### config.mk
export PLATFORM = sky130hd
export DESIGN_NAME = exe_div_unit_flat
export DESIGN_NICKNAME = d
export VERILOG_FILES = /design/src/rtl/div_pkg.sv /design/src/rtl/exe_div_unit_if.sv /design/src/rtl/div_step.sv /design/src/rtl/exe_div_unit.sv /design/src/flat_wrapper.sv
export SDC_FILE = /design/constraint.sdc
export NUM_CORES = 1
export LEC_CHECK = 0
export ABC_AREA = 1
export CAP_MARGIN = 20
export CORE_MARGIN = 1.5
export CORE_UTILIZATION = 58
export CTS_BUF_LIST = sky130_fd_sc_hd__clkbuf_16
export DETAILED_ROUTE_END_ITERATION = 16
export GPL_TIMING_DRIVEN = 0
export PLACE_DENSITY = 0.78
export REMOVE_ABC_BUFFERS = 1
export SYNTH_ARGS = -nofsm -noshare
export SYNTH_HDL_FRONTEND = slang
export SYNTH_SLANG_ARGS = --single-unit
export TNS_END_PERCENT = 100
### constraint.sdc
create_clock -name clk -period 4.1 [get_ports clk]
set_input_delay 0.82 -clock clk [delete_from_list [all_inputs] [get_ports clk]]
set_output_delay 0.82 -clock clk [all_outputs]
set_load 0.05 [all_outputs]
### src/rtl/div_pkg.sv
// div_pkg: shared state encoding and constants for the EXE-stage divider
package div_pkg;
  localparam int DIV_WIDTH = 32;
  localparam int DIV_ITER = 32;
  localparam logic [31:0] DIV_ZERO_Q = 32'hFFFF_FFFF;
  typedef enum logic [1:0] {DIV_IDLE, DIV_BUSY, DIV_DONE} div_state_e;
endpackage

### src/rtl/exe_div_unit_if.sv
// exe_div_unit_if: ID/EXE divide request, pipeline control and LO/HI result bundle
interface exe_div_unit_if #(parameter int WIDTH = 32);
  logic is_div, is_sign_div, flush, hold, stall_req, done;
  logic [WIDTH-1:0] dividend, divisor, quotient, remainder;
  modport master(output is_div, is_sign_div, dividend, divisor, flush, hold,
                 input stall_req, done, quotient, remainder);
  modport slave(input is_div, is_sign_div, dividend, divisor, flush, hold,
                output stall_req, done, quotient, remainder);
endinterface

### src/rtl/div_step.sv
// div_step: one restoring-division iteration on magnitudes
module div_step #(parameter int WIDTH = 32) (
  input  logic [WIDTH-1:0] prem,
  input  logic [WIDTH-1:0] q,
  input  logic [WIDTH-1:0] divisor_abs,
  output logic [WIDTH-1:0] prem_next,
  output logic [WIDTH-1:0] q_next
);
  logic [WIDTH:0] shifted, trial;
  // keep the full partial remainder so divisors above 2^(WIDTH-1) stay exact
  assign shifted = {prem, q[WIDTH-1]};
  assign trial = shifted - {1'b0, divisor_abs};
  assign prem_next = trial[WIDTH] ? shifted[WIDTH-1:0] : trial[WIDTH-1:0];
  assign q_next = {q[WIDTH-2:0], ~trial[WIDTH]};
endmodule

### src/rtl/exe_div_unit.sv
// exe_div_unit: iterative signed/unsigned divider with ID/EXE stall request
module exe_div_unit import div_pkg::*; #(parameter int WIDTH = DIV_WIDTH) (
  input logic clk,
  input logic rst_n,
  exe_div_unit_if.slave bus
);
  localparam int CW = $clog2(DIV_ITER);
  div_state_e state;
  logic [CW-1:0] cnt;
  logic [WIDTH-1:0] q, prem, dvs, q_nx, prem_nx, a_abs, b_abs;
  logic qneg, rneg, neg_a, neg_b;
  assign neg_a = bus.is_sign_div & bus.dividend[WIDTH-1];
  assign neg_b = bus.is_sign_div & bus.divisor[WIDTH-1];
  assign a_abs = neg_a ? -bus.dividend : bus.dividend;
  assign b_abs = neg_b ? -bus.divisor : bus.divisor;
  assign bus.stall_req = ~bus.flush & ((state == DIV_IDLE & bus.is_div) | state == DIV_BUSY);
  div_step #(.WIDTH(WIDTH)) u_step (
    .prem(prem), .q(q), .divisor_abs(dvs), .prem_next(prem_nx), .q_next(q_nx)
  );
  always_ff @(posedge clk) begin
    if (!rst_n) begin
      state <= DIV_IDLE;
      cnt <= '0;
      q <= '0;
      prem <= '0;
      dvs <= '0;
      qneg <= 1'b0;
      rneg <= 1'b0;
      bus.done <= 1'b0;
      bus.quotient <= '0;
      bus.remainder <= '0;
    end else if (bus.flush) begin
      state <= DIV_IDLE;
      bus.done <= 1'b0;
    end else begin
      case (state)
        DIV_IDLE: if (bus.is_div) begin
          cnt <= '0;
          prem <= '0;
          q <= a_abs;
          dvs <= b_abs;
          qneg <= neg_a ^ neg_b;
          rneg <= neg_a;
          state <= bus.divisor == '0 ? DIV_DONE : DIV_BUSY;
          if (bus.divisor == '0) begin
            bus.done <= 1'b1;
            bus.quotient <= WIDTH'(DIV_ZERO_Q);
            bus.remainder <= bus.dividend;
          end
        end
        DIV_BUSY: begin
          q <= q_nx;
          prem <= prem_nx;
          cnt <= cnt + 1'b1;
          if (cnt == CW'(DIV_ITER - 1)) begin
            state <= DIV_DONE;
            bus.done <= 1'b1;
            bus.quotient <= qneg ? -q_nx : q_nx;
            bus.remainder <= rneg ? -prem_nx : prem_nx;
          end
        end
        DIV_DONE: if (!bus.hold) begin
          state <= DIV_IDLE;
          bus.done <= 1'b0;
        end
        default: state <= DIV_IDLE;
      endcase
    end
  end
endmodule

### src/flat_wrapper.sv
// flat-port wrapper written by rule: the top's interface ports become plain ports
module exe_div_unit_flat import div_pkg::*;
#(parameter int WIDTH = DIV_WIDTH)
  (clk, rst_n, bus_is_div, bus_is_sign_div, bus_dividend, bus_divisor, bus_flush, bus_hold, bus_stall_req, bus_done, bus_quotient, bus_remainder);
  exe_div_unit_if #(.WIDTH(WIDTH)) bus_i ();
  input logic clk;
  input logic rst_n;
  input wire logic [$bits(bus_i.is_div)-1:0] bus_is_div;
  input wire logic [$bits(bus_i.is_sign_div)-1:0] bus_is_sign_div;
  input wire logic [$bits(bus_i.dividend)-1:0] bus_dividend;
  input wire logic [$bits(bus_i.divisor)-1:0] bus_divisor;
  input wire logic [$bits(bus_i.flush)-1:0] bus_flush;
  input wire logic [$bits(bus_i.hold)-1:0] bus_hold;
  output wire logic [$bits(bus_i.stall_req)-1:0] bus_stall_req;
  output wire logic [$bits(bus_i.done)-1:0] bus_done;
  output wire logic [$bits(bus_i.quotient)-1:0] bus_quotient;
  output wire logic [$bits(bus_i.remainder)-1:0] bus_remainder;
  assign bus_i.is_div = bus_is_div;
  assign bus_i.is_sign_div = bus_is_sign_div;
  assign bus_i.dividend = bus_dividend;
  assign bus_i.divisor = bus_divisor;
  assign bus_i.flush = bus_flush;
  assign bus_i.hold = bus_hold;
  assign bus_stall_req = bus_i.stall_req;
  assign bus_done = bus_i.done;
  assign bus_quotient = bus_i.quotient;
  assign bus_remainder = bus_i.remainder;
  exe_div_unit #(.WIDTH(WIDTH)) u_core (.clk(clk), .rst_n(rst_n), .bus(bus_i));
endmodule
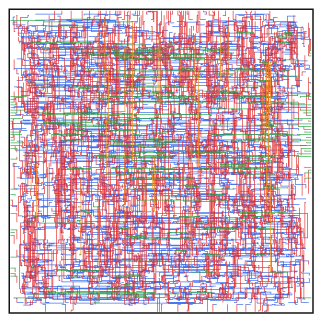
*Wiring by layer*
Scale: 2 px per um.
[green] metal 3 | wire length: 3390 um
[blue] metal 1 | wire length: 17900 um
[red] metal 2 | wire length: 18200 um
[orange] metal 4 | wire length: 1190 um

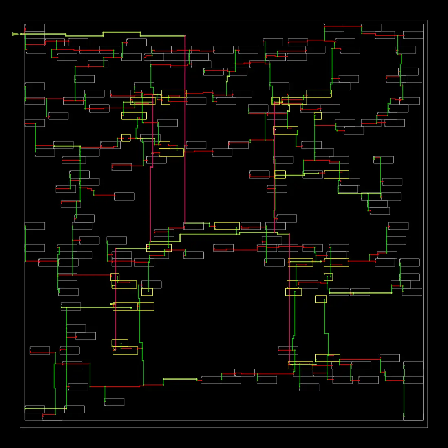
*Clock nets*
clkbuf count: 17
Setup Skew: 16.44 ps
clock sinks: 170
worst-skew pair later-pin latency: 450 ps
Clk power: 1.63 mW

==> impl_metrics.toml <==
# flow metrics
[timing]
hold_viol_final = 0
setup_violations = 0
fmax_ghz = 0.2490
worst_slew_pin_slew_ps = 1135
rsz0062_at_grt = "true"

[logic_synthesis]
ys_types = 48
synth_area_um2 = 12720
synthAoiAreaFrac = 0.1731
synthTopLogicFamily = "simple AND/OR/NAND/NOR gates"
synth_warnings = 0
top_cell_area_share = 0.2675
synthArstFlopShare = 0
ys_seq_share = 0.2675
top_cells_by_count = "nand2_1, inv_1, a21oi_1"
yosys-stat-cells = 2140
synth-area-yosys_um2 = 12720
mux_area_frac = 0
top_cell = "nand2_1"

[grt]
grt_pass1_wl_mm = 64.22
gr-total-overflow = 0
grt_util_met3 = 0.04729
grt_use_met1 = 0.4853
grt_pass1_vias = 13076
track_usage = 0.3577

[layout]
instances_no_fill = 2535
drive_gt1_frac = 0.05499
seq_cell_count = 170
post-route-util = 0.7018
nNonClkBuffers = 164
final-comb-area_um2 = 8090
regArea_um2 = 3407
sh_comb_area = 0.5315
final-clk-cell-share = 0.03814
nonClkBufAreaFrac = 0.1120
mostFrequentLayoutCell = "nand2_1"

[clocking]
postCtsSetupBuffers = 8
cts_hold_buf = 0
numCtsBuffers = 17
path_clk_slew_ps = 80
cts-resized-gates = 16

[drt]
route.detailed.drc = 0
wirelength_met1_mm = 17.89
drt_iter0_markers = 1268
wl_met3_mm = 3.388
wl_mm = 40.71
route.met2.wl_mm = 18.25

[setup_path]
rrSetupSlack_ps = 80
reg2reg_depth = 25
r2r_end = "u_core.bus.quotient[28]"
r2r-start = "u_core.q[31]"
cp_data_required_time_ps = 4440
crit_arrival_ps = 4360

[die]
pin_count = 136
die_w_um = 151.1
dieArea_um2 = 22830

[min_path]
hp-class = "reg2reg"
min_to = "u_core.bus.remainder[6]"
min_from = "u_core.bus.remainder[6]"

[placement]
placedCellCount = 2485
gp_congestion = 0.9654
dpl.hpwl_mm = 29.74

[run_status]
status = "complete, no violations"

[power_and_ir_drop]
power.density_nw_per_um2 = 313.9

[run]
maxCapViolations = 0
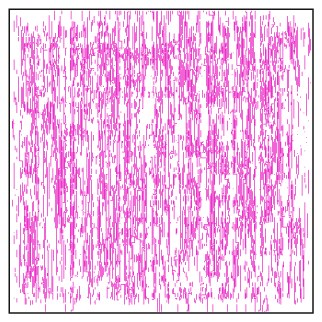
*Metal 2*
Scale: 2 px per um.
nets with wire on the layer: 1894
main direction: vertical
longest straight run: 59.5 um
share of all routed wire: 45%

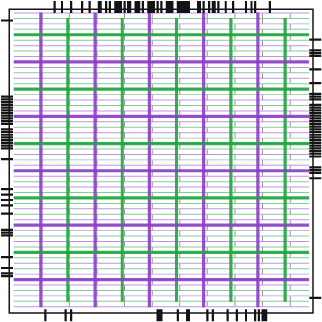
*PDN straps and rails*
Scale: 2 px per um. Pins as bars on the die edge. Tap cells in gray.
[green] VDD
[purple] VSS
met5 straps: 10
signal pins: 136
tap cells: 280

## worst max-delay path, stage by stage, from the launching register on
cell and delay (ps):
dfxtp_4 390, inv_1 80, ha_1 170, inv_1 100, fa_2 240, nand2_1 60, nand2_1 80, nand3_1 90
nand2_2 120, nand2_1 80, nand2_2 130, nand2_4 110, nand2_4 110, nand2_8 110, nand2_8 120, ha_1 200
nand3_2 140, nor3_4 260, nand4_1 200, nor2_2 210, nand3_1 180, nor4_2 210, nor2_1 110, nor2_1 180
xor2_1 160, a21oi_1 70
## through the flow
stage / cell area, um^2 / hold slack, ps / setup TNS (ps) / power, mW
after global routing: 15220 / 483.2 / -267.7 / 5.002
after CTS: 15020 / 466.8 / -12.79 / 4.724
final: 15220 / 466.9 / 0 / 4.777
after detailed placement: 14290 / 455.7 / -54700 / 3.098
after global placement: 14070 / 453.5 / -653330 / 3.060
after floorplan: 12370 / 435.2 / -152670 / 2.676
## how the worst max path moves through the flow
stage / from / to / slack, ps
2_1_floorplan: u_core.state[1] / u_core.q[2] / -2160
3_3_place_gp: u_core.state[1] / u_core.q[2] / -6780
3_5_place_dp: bus_divisor[0] / u_core.bus.quotient[23] / -1390
4_1_cts: u_core.q[31] / u_core.bus.quotient[30] / -10
5_1_grt: u_core.q[31] / u_core.bus.quotient[30] / -130
6_report: u_core.q[31] / u_core.bus.quotient[28] / 80
## report_power, final
group / internal (mW) / total, mW / switching (mW)
logic: 0.465 / 1.37 / 0.904
clock network: 0.814 / 1.63 / 0.814
registers: 1.72 / 1.78 / 0.0633
## sequential cells by signal (all words and copies together) (netlist names)
name,flops
u_core.q,32
u_core.cnt,5
u_core.qneg,1
u_core.rneg,1
u_core.prem,32
u_core.dvs,32
u_core.bus.remainder,32
u_core.state,2
u_core.bus.done,1
u_core.bus.quotient,32
Power figures rest on the tool's default switching activity, not on a simulated workload.
